**src/rtl/change_dispenser.sv**
```systemverilog
// -----------------------------------------------------------------------------
// change_dispenser
//
// Pays out change in 5/2/1 zl coins from a local inventory, one coin at a
// time, using a greedy largest-coin-first selection with no backtracking.
// Each coin is handed to an external ejector with a req/ack handshake and is
// followed by a one-cycle gap before the next selection.
//
// Parameters
//   INIT_5, INIT_2, INIT_1 : coin counts loaded at reset and on refill
//
// Ports
//   clk            in   rising-edge system clock
//   reset          in   asynchronous active-low reset (0 = reset)
//   change_valid   in   one-cycle payout request, accepted only when idle
//   change_amount  in   [7:0] change owed in zl
//   refill         in   reload coin counters (idle only), clears fault
//   coin_ack       in   ejector has released the current coin
//   coin_req       out  coin ejection request
//   coin_out       out  [2:0] one-hot coin: 001=1 zl, 010=2 zl, 100=5 zl
//   busy           out  payout in progress
//   done           out  one-cycle pulse when the change is fully paid
//   fault          out  sticky: exact change impossible with the inventory
//   remaining      out  [7:0] change still owed
//   cnt5/cnt2/cnt1 out  [7:0] current coin inventory
//
// All outputs come straight from flops.
// -----------------------------------------------------------------------------
module change_dispenser #(
  parameter int INIT_5 = 10,
  parameter int INIT_2 = 10,
  parameter int INIT_1 = 10
) (
  input  logic       clk,
  input  logic       reset,
  input  logic       change_valid,
  input  logic [7:0] change_amount,
  input  logic       refill,
  input  logic       coin_ack,
  output logic       coin_req,
  output logic [2:0] coin_out,
  output logic       busy,
  output logic       done,
  output logic       fault,
  output logic [7:0] remaining,
  output logic [7:0] cnt5,
  output logic [7:0] cnt2,
  output logic [7:0] cnt1
);

  localparam logic [2:0] ST_IDLE   = 3'd0;
  localparam logic [2:0] ST_SELECT = 3'd1;
  localparam logic [2:0] ST_EJECT  = 3'd2;
  localparam logic [2:0] ST_GAP    = 3'd3;
  localparam logic [2:0] ST_DONE   = 3'd4;
  localparam logic [2:0] ST_FAULT  = 3'd5;

  localparam logic [2:0] COIN_NONE = 3'b000;
  localparam logic [2:0] COIN_1    = 3'b001;
  localparam logic [2:0] COIN_2    = 3'b010;
  localparam logic [2:0] COIN_5    = 3'b100;

  localparam logic [7:0] INIT_5_C = 8'(INIT_5);
  localparam logic [7:0] INIT_2_C = 8'(INIT_2);
  localparam logic [7:0] INIT_1_C = 8'(INIT_1);

  logic [2:0] state_q,     state_d;
  logic       coin_req_q,  coin_req_d;
  logic [2:0] coin_out_q,  coin_out_d;
  logic       busy_q,      busy_d;
  logic       done_q,      done_d;
  logic       fault_q,     fault_d;
  logic [7:0] remaining_q, remaining_d;
  logic [7:0] cnt5_q,      cnt5_d;
  logic [7:0] cnt2_q,      cnt2_d;
  logic [7:0] cnt1_q,      cnt1_d;

  // Greedy pick for the current remaining amount and inventory. A
  // denomination with a zero count is never chosen, so the counters
  // cannot underflow on the following acknowledge.
  logic [2:0] pick;
  always_comb begin
    pick = COIN_NONE;
    if (remaining_q >= 8'd5 && cnt5_q != 8'd0) begin
      pick = COIN_5;
    end else if (remaining_q >= 8'd2 && cnt2_q != 8'd0) begin
      pick = COIN_2;
    end else if (remaining_q != 8'd0 && cnt1_q != 8'd0) begin
      pick = COIN_1;
    end
  end

  // Value in zl of the coin currently being ejected.
  logic [7:0] coin_value;
  always_comb begin
    case (coin_out_q)
      COIN_5:  coin_value = 8'd5;
      COIN_2:  coin_value = 8'd2;
      COIN_1:  coin_value = 8'd1;
      default: coin_value = 8'd0;
    endcase
  end

  always_comb begin
    // NOTE: every next-state signal starts from its held value so no path
    // through the case statement can leave one unassigned (which would
    // infer a latch).
    state_d     = state_q;
    coin_req_d  = coin_req_q;
    coin_out_d  = coin_out_q;
    busy_d      = busy_q;
    done_d      = 1'b0;
    fault_d     = fault_q;
    remaining_d = remaining_q;
    cnt5_d      = cnt5_q;
    cnt2_d      = cnt2_q;
    cnt1_d      = cnt1_q;

    case (state_q)
      ST_IDLE: begin
        if (refill) begin
          cnt5_d  = INIT_5_C;
          cnt2_d  = INIT_2_C;
          cnt1_d  = INIT_1_C;
          fault_d = 1'b0;
        end
        if (change_valid) begin
          remaining_d = change_amount;
          fault_d     = 1'b0;
          busy_d      = 1'b1;
          state_d     = ST_SELECT;
        end
      end

      ST_SELECT: begin
        if (pick != COIN_NONE) begin
          coin_out_d = pick;
          coin_req_d = 1'b1;
          state_d    = ST_EJECT;
        end else if (remaining_q == 8'd0) begin
          // done is raised on entry so it is visible during the DONE cycle.
          done_d  = 1'b1;
          state_d = ST_DONE;
        end else begin
          fault_d = 1'b1;
          state_d = ST_FAULT;
        end
      end

      ST_EJECT: begin
        // coin_out and coin_req simply hold until the ejector acknowledges.
        if (coin_ack) begin
          remaining_d = remaining_q - coin_value;
          case (coin_out_q)
            COIN_5:  cnt5_d = cnt5_q - 8'd1;
            COIN_2:  cnt2_d = cnt2_q - 8'd1;
            COIN_1:  cnt1_d = cnt1_q - 8'd1;
            default: ;
          endcase
          coin_req_d = 1'b0;
          coin_out_d = COIN_NONE;
          state_d    = ST_GAP;
        end
      end

      ST_GAP: begin
        state_d = ST_SELECT;
      end

      ST_DONE: begin
        busy_d  = 1'b0;
        state_d = ST_IDLE;
      end

      ST_FAULT: begin
        // remaining is left at the unpaid amount for the host to read.
        busy_d  = 1'b0;
        state_d = ST_IDLE;
      end

      default: begin
        coin_req_d = 1'b0;
        coin_out_d = COIN_NONE;
        busy_d     = 1'b0;
        state_d    = ST_IDLE;
      end
    endcase
  end

  // NOTE: the coin counters are ordinary flops, not a memory, so they take
  // their INIT values directly from reset; a payout interrupted by reset is
  // abandoned and the inventory is assumed restocked.
  always_ff @(posedge clk or negedge reset) begin
    if (!reset) begin
      state_q     <= ST_IDLE;
      coin_req_q  <= 1'b0;
      coin_out_q  <= COIN_NONE;
      busy_q      <= 1'b0;
      done_q      <= 1'b0;
      fault_q     <= 1'b0;
      remaining_q <= 8'd0;
      cnt5_q      <= INIT_5_C;
      cnt2_q      <= INIT_2_C;
      cnt1_q      <= INIT_1_C;
    end else begin
      // NOTE: non-blocking assignments so every flop samples the values
      // from before this edge, independent of statement order.
      state_q     <= state_d;
      coin_req_q  <= coin_req_d;
      coin_out_q  <= coin_out_d;
      busy_q      <= busy_d;
      done_q      <= done_d;
      fault_q     <= fault_d;
      remaining_q <= remaining_d;
      cnt5_q      <= cnt5_d;
      cnt2_q      <= cnt2_d;
      cnt1_q      <= cnt1_d;
    end
  end

  assign coin_req  = coin_req_q;
  assign coin_out  = coin_out_q;
  assign busy      = busy_q;
  assign done      = done_q;
  assign fault     = fault_q;
  assign remaining = remaining_q;
  assign cnt5      = cnt5_q;
  assign cnt2      = cnt2_q;
  assign cnt1      = cnt1_q;

endmodule

```
**config.mk**
```make
export PLATFORM = sky130hd
export DESIGN_NAME = change_dispenser
export DESIGN_NICKNAME = d
export VERILOG_FILES = /design/src/rtl/change_dispenser.sv
export SDC_FILE = /design/constraint.sdc
export NUM_CORES = 1
export LEC_CHECK = 0
export ABC_CLOCK_PERIOD_IN_PS = 2800
export CORE_MARGIN = 2
export CORE_UTILIZATION = 35
export CTS_BUF_LIST = sky130_fd_sc_hd__clkbuf_4
export CTS_CLUSTER_DIAMETER = 150
export DETAILED_ROUTE_END_ITERATION = 7
export HOLD_SLACK_MARGIN = 0.08
export PLACE_DENSITY_LB_ADDON = 0.05
export SLEW_MARGIN = 30
export SYNTH_ARGS = -nofsm -noshare
export SYNTH_HDL_FRONTEND = slang
export SYNTH_SLANG_ARGS = --single-unit
```
**constraint.sdc**
```tcl
create_clock -name clk -period 2.8 [get_ports clk]
set_clock_uncertainty 0.1 [all_clocks]
set_input_delay 0.28 -clock clk [delete_from_list [all_inputs] [get_ports clk]]
set_output_delay 0.28 -clock clk [all_outputs]
set_load 0.02 [all_outputs]
```
Fig. 1: run 1, placed cells, one color a class
The bar under the picture is 20 um long.
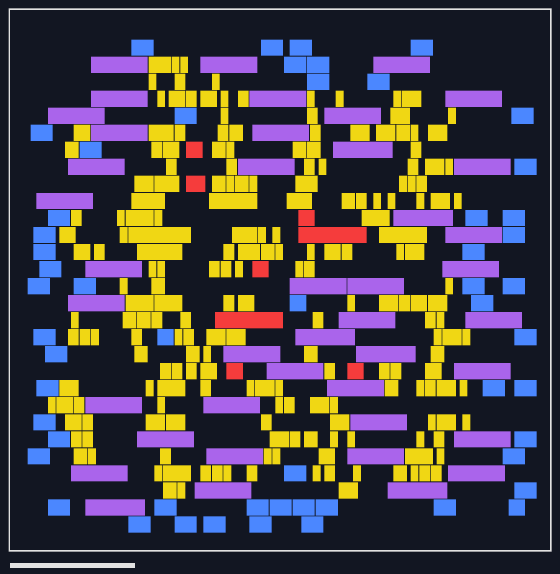
[combinational and other logic] yellow | cells: 203 | share of their area: 42%
[remaining buffers and delay cells] blue | cells: 54 | share of their area: 18%
[clock drivers and dummy loads] red | cells: 8 | share of their area: 3.6%
[sequential cells] purple | cells: 42 | share of their area: 36%
final core occ: 47.2%
Site Rows: 29
placeable core area: 6460 um2
Final Cell Area: 3050 um2
Seq area share: 34.7%

Fig. 2: run 1, PDN straps and rails
The bar under the picture is 20 um long. Pins as bars on the die edge.
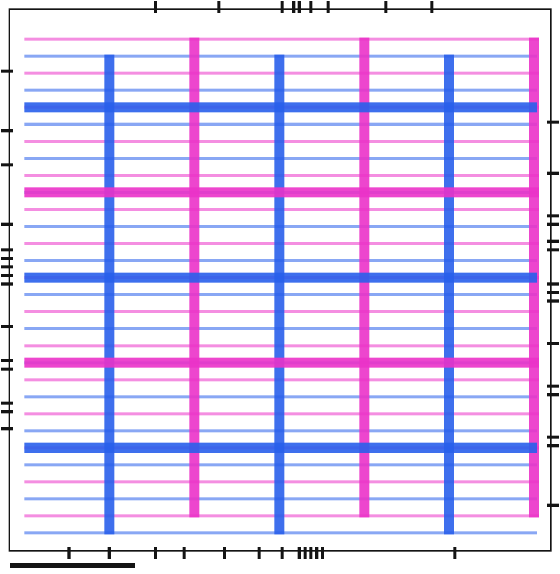
[VDD] magenta
[VSS] blue
met5 straps: 5
met4 straps: 6
met1 rails: 30
Die H: 86.3 um
Die Width: 86.3 um

==> results.sh, run 1 <==
# implementation run metrics
export IMPL_worstSetupPathType="reg2reg"
export IMPL_synthTopCellsByCount="39 x nor2_1, 36 x dfrtp_1, 19 x nand3_1, 18 x nand2_1, 15 x xor2_1"
export IMPL_min_path_type="in2async"
export IMPL_area_leaders="dfrtp_1 38%, dfstp_2 6.7%, nor2_1 6.2%"
export IMPL_tns_ns=0
export IMPL_wl_per_cell_um=14.6
export IMPL_dr_max_layer_used="met4"
export IMPL_drt_iter0_markers=113
export IMPL_power_density_nw_per_um2=1030
export IMPL_setup_violations_final=0
export IMPL_max_freq_mhz=414
export IMPL_async_flop_share_pct=100
export IMPL_p_switching_mw=1.36
export IMPL_status="finished clean"
export IMPL_io_buffers=51
export IMPL_internal_power_mw=1.78
export IMPL_yosys_warnings=0
export IMPL_path_max_fanout=6
export IMPL_crit_slowest_cell="or3b_4"
export IMPL_cts_resized=0
export IMPL_synth_seq_area_share_pct=44.7
export IMPL_grt_usage_pct=16.3
export IMPL_reg2reg_from="coin_out[1]"
export IMPL_top_area_cell="dfrtp_1"
export IMPL_cpLargestDelayFamily="simple AND/OR/NAND/NOR gates"
export IMPL_synth_top_cell_by_count="nor2_1"
export IMPL_routed_wl_met3_um=227
export IMPL_hold_viol_final=0
export IMPL_gp_congestion=0.783
export IMPL_tool_warnings=26
export IMPL_rsz0062_at_grt="false"
export IMPL_grt_pass1_vias=1843
export IMPL_avgSynthCellArea_um2=9.25
export IMPL_cts_root_buf="clkbuf_4"
export IMPL_routed_wirelength_mm=5.61
export IMPL_grt_max_degree=43
export IMPL_p_leak_nw=1.29
export IMPL_crit_path_cell_trace="or3b_4 -> nand2_1 -> ha_1 -> fa_1 -> nor2b_1 -> or3_1 -> nor3_1 -> a22oi_1 -> o2bb2ai_1"
export IMPL_worstSetupStartpoint="coin_out[1]"
export IMPL_dpl_hpwl_mm=4.09
export IMPL_critPathCaptureType="flop"
export IMPL_peakVddDrop_mv=0.560
export IMPL_clk_pin_slew_ns=0.14
export IMPL_cp_depth=9
export IMPL_pwr_share_clk_pct=15.7
export IMPL_switching_share_pct=43.4
export IMPL_total_power_mw=3.14
export IMPL_drcViolationCount=0
export IMPL_compound_area_share_pct=14.2
export IMPL_tightest_slew_ns=0.689
export IMPL_netlist_instances=256
export IMPL_max_clock_path_buffers=2
export IMPL_vias=2007
export IMPL_wl_met1_mm=2.78
export IMPL_clk_latency_ns=0.36
export IMPL_yosys_area_share_adder_pct=4.01
export IMPL_ys_chip_area_um2=2370
export IMPL_htreeDepth=2
Fig. 3: run 1, cell outlines without signal wires
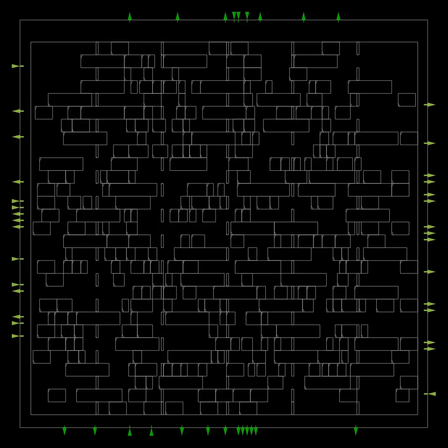
tally of filler cells in the layout: 669
Flop Count: 42

==> run 1: routing by layer <==
layer	up-vias	global-route usage, %
li1	1003	-
met1	955	24.1
met2	43	24.7
met3	6	2.95
met4	0	4.26
met5	-	0
==> run 1: registers in the layout, summed over array words and instances (netlist names) <==
register	count
coin_req	1
busy	1
cnt2	8
fault	1
remaining	8
cnt5	8
coin_out	3
cnt1	8
done	1
state_q	3
==> run 1: cells by family (layout without fill, tap and decap cells) <==
group / after synthesis / count (layout)
simple gates: 117 / 117
xor+xnor: 16 / 16
flops: 42 / 42
buf+inv: 23 / 74
mux: 2 / 2
compound gates: 49 / 49
fa+ha+maj: 7 / 7
==> run 1: repair_timing <==
action / CTS / global route
hold endpoints to repair: 36 / 0
hold buffers: 1 / 0
setup endpoints to repair: 0 / 0
==> run 1: worst min path at each step <==
stage | slack (ns) | end | startpoint
after floorplan | -0.12 | busy | reset
after global placement | 0.37 | coin_req | coin_req
after detailed placement | 0.21 | cnt2[0] | reset
after CTS | 0.34 | cnt2[0] | reset
after global routing | 0.37 | cnt2[0] | reset
final | 0.33 | cnt2[0] | reset
==> run 1: cells in the final DEF, fill, tap and decap left out, types with 4 or more instances in the layout <==
master	synthesis	routed
a21oi_1	14	14
clkbuf_4	0	5
clkdlybuf4s50_1	0	50
dfrtp_1	36	36
dfstp_2	6	6
ha_1	6	6
inv_1	12	12
nand2_1	18	18
nand3_1	19	19
nor2_1	39	39
nor2b_1	4	4
nor3_1	10	10
o21ai_0	11	11
xor2_1	15	15
==> run 1: area by class of cell <==
cell class | instances | area (um2) | area share [%]
multi-input combinational | 191 | 1210 | 39.7
sequential | 42 | 1060 | 34.7
timing repair buffer | 54 | 533 | 17.5
tap | 77 | 96.3 | 3.16
clock inverter | 3 | 68.8 | 2.26
inverter | 12 | 45.0 | 1.48
clock buffer | 5 | 37.5 | 1.23
==> run 1: metrics by stage <==
stage | setup slack [ns] | hold WS, ns | cells
after CTS | 0.384 | 0.342 | 384
after floorplan | 0.509 | -0.116 | 256
after global routing | 0.267 | 0.369 | 384
after global placement | 0.446 | 0.370 | 375
after detailed placement | 0.405 | 0.211 | 375
final | 0.384 | 0.332 | 384
==> run 1: power by group through the flow <==
stage          registers, mW  logic [mW]  clock network [mW]
6_report                1.10        1.55               0.492
5_1_grt                 1.14        1.72               0.532
4_1_cts                 1.10        1.56               0.510
3_5_place_dp            1.11        1.56                   0
3_3_place_gp            1.11        1.55                   0
2_1_floorplan           1.21       0.881                   0
==> run 1: worst register-to-register path, stage by stage (launching register included) <==
cell and delay (ns):
dfrtp_1 0.45, or3b_4 0.46, nand2_1 0.08, ha_1 0.18, fa_1 0.19, nor2b_1 0.05, or3_1 0.36, nor3_1 0.21
a22oi_1 0.10, o2bb2ai_1 0.16
==> run 2, diff against run 1 <==
Settings changed: CORE_UTILIZATION 35 to 45.
Fig. 4: run 2, placed cells, one color a class
The bar under the picture is 20 um long.
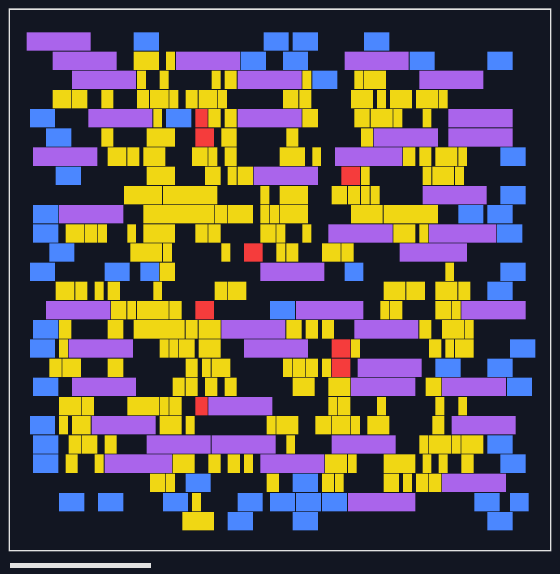
[sequential cells] purple | cells: 42 | share of their area: 36%
[remaining buffers and delay cells] blue | cells: 54 | share of their area: 18%
[clock drivers and dummy loads] red | cells: 8 | share of their area: 1.9%
[combinational and other logic] yellow | cells: 203 | share of their area: 43%
final core occ: 58.5%
Seq area share: 35.4%
placeable core area: 5110 um2

==> run 2 against run 1 <==
Sequential power hardly changed. Via count is 1.8% higher. Global-route usage is 3.5 points higher. Routed wire length is 2.5% lower. Die area is 21% lower. Worst hold slack worse by 0.015 ns. First-iteration DRC count is 57% lower.
==> results.sh, run 2 <==
# implementation run metrics
export IMPL_drt_iter0_markers=49
export IMPL_switching_share_pct=45.7
export IMPL_fp_dieW_um=76.6
export IMPL_final_cell_mix="50 x clkdlybuf4s50_1, 39 x nor2_1, 36 x dfrtp_1"
export IMPL_critPathCaptureType="flop"
export IMPL_p_switching_mw=1.35
export IMPL_final_cell_area_um2=2990
export IMPL_min_path_type="in2async"
export IMPL_ys_chip_area_um2=2370
export IMPL_wl_per_cell_um=14.5
export IMPL_setup_violations_final=0
export IMPL_grt_usage_pct=19.8
export IMPL_grt_pass1_vias=1905
export IMPL_place_ws_ns=0.438
export IMPL_netlist_instances=256
export IMPL_comb_area_um2=1210
export IMPL_io_buffers=51
export IMPL_crit_path_cell_trace="or3b_4 -> nand2_1 -> ha_1 -> fa_1 -> nor2b_1 -> or3_1 -> nor3_1 -> a22oi_1 -> o2bb2ai_1"
export IMPL_cpLargestDelayFamily="simple AND/OR/NAND/NOR gates"
export IMPL_synth_seq_area_share_pct=44.7
export IMPL_crit_slowest_cell="or3b_4"
export IMPL_worstSetupPathType="reg2reg"
export IMPL_tns_ns=0
export IMPL_reg2reg_from="coin_out[1]"
export IMPL_tool_warnings=26
export IMPL_path_max_fanout=6
export IMPL_power_density_nw_per_um2=990
export IMPL_synthTopCellsByCount="39 x nor2_1, 36 x dfrtp_1, 19 x nand3_1, 18 x nand2_1, 15 x xor2_1"
export IMPL_htreeDepth=2
export IMPL_drcViolationCount=0
export IMPL_routed_wirelength_mm=5.47
export IMPL_status="finished clean"
export IMPL_fp_dieH_um=76.6
export IMPL_rsz0062_at_grt="false"
export IMPL_vias=2043
export IMPL_grt_max_degree=43
export IMPL_yosys_warnings=0
Fig. 5: run 2, clock network drawn from the DEF
The bar under the picture is 20 um long.
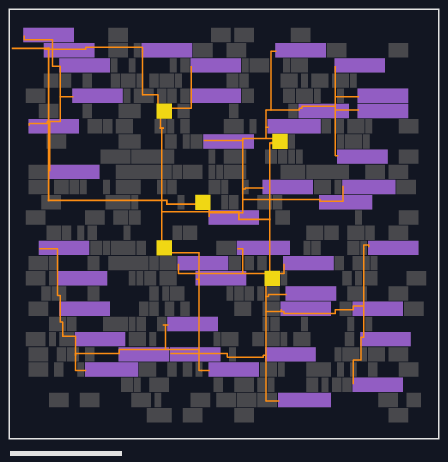
[clock wires] orange | length: 539 um
[flip-flops] purple | count: 42
[clock drivers] yellow | count: 5
routed clock nets: 6
flops lie: widely spread
Clock group: 306 uW
clk_lat worst skew: 0.36 ns
Clock power frac: 10.3%

run 2: worst min path at each step:
stage          slack [ns]  endpoint  cells after the start
6_report             0.32   cnt2[0]                      2
3_5_place_dp         0.37     fault                      2
2_1_floorplan       -0.12      busy                      0
4_1_cts              0.40     fault                      2
3_3_place_gp         0.37  coin_req                      1
5_1_grt              0.36   cnt2[0]                      2
run 2: cells by family after synthesis:
family,Yosys count,synth area share [%]
flops,42,44.7
buf+inv,23,4.23
simple gates,117,26.0
compound gates,49,14.2
xor+xnor,16,5.92
mux,2,0.898
fa+ha+maj,7,4.01
run 2: power groups by stage:
stage / combinational [mW] / clock (mW) / sequential, mW
finish: 1.55 / 0.306 / 1.10
global route: 1.72 / 0.345 / 1.14
CTS: 1.57 / 0.319 / 1.10
detailed placement: 1.56 / 0 / 1.11
global placement: 1.54 / 0 / 1.11
floorplan: 0.881 / 0 / 1.21
run 2: stage by stage:
step,power [mW],instances,utilization [%]
floorplan,2.09,256,-
global placement,2.64,368,57.2
detailed placement,2.67,368,57.2
CTS,2.99,377,58.5
global route,3.20,377,58.5
finish,2.96,377,58.5
run 2: layout make-up:
| class | count | share of cell area (%) |
|---|---|---|
| clock buffer | 6 | 1.51 |
| clock inverter | 2 | 0.335 |
| inverter | 12 | 1.51 |
| multi-input combinational | 191 | 40.5 |
| sequential | 42 | 35.4 |
| tap | 70 | 2.93 |
| timing repair buffer | 54 | 17.8 |
run 2: routing by layer:
layer | up-vias | wire, um | GRT usage, %
li1 | 1002 | - | -
met1 | 985 | 2580 | 27.2
met2 | 46 | 2550 | 31.3
met3 | 10 | 233 | 3.32
met4 | 0 | 105 | 7.45
met5 | - | 0 | 0
Power is estimated from default activity; no workload was simulated.
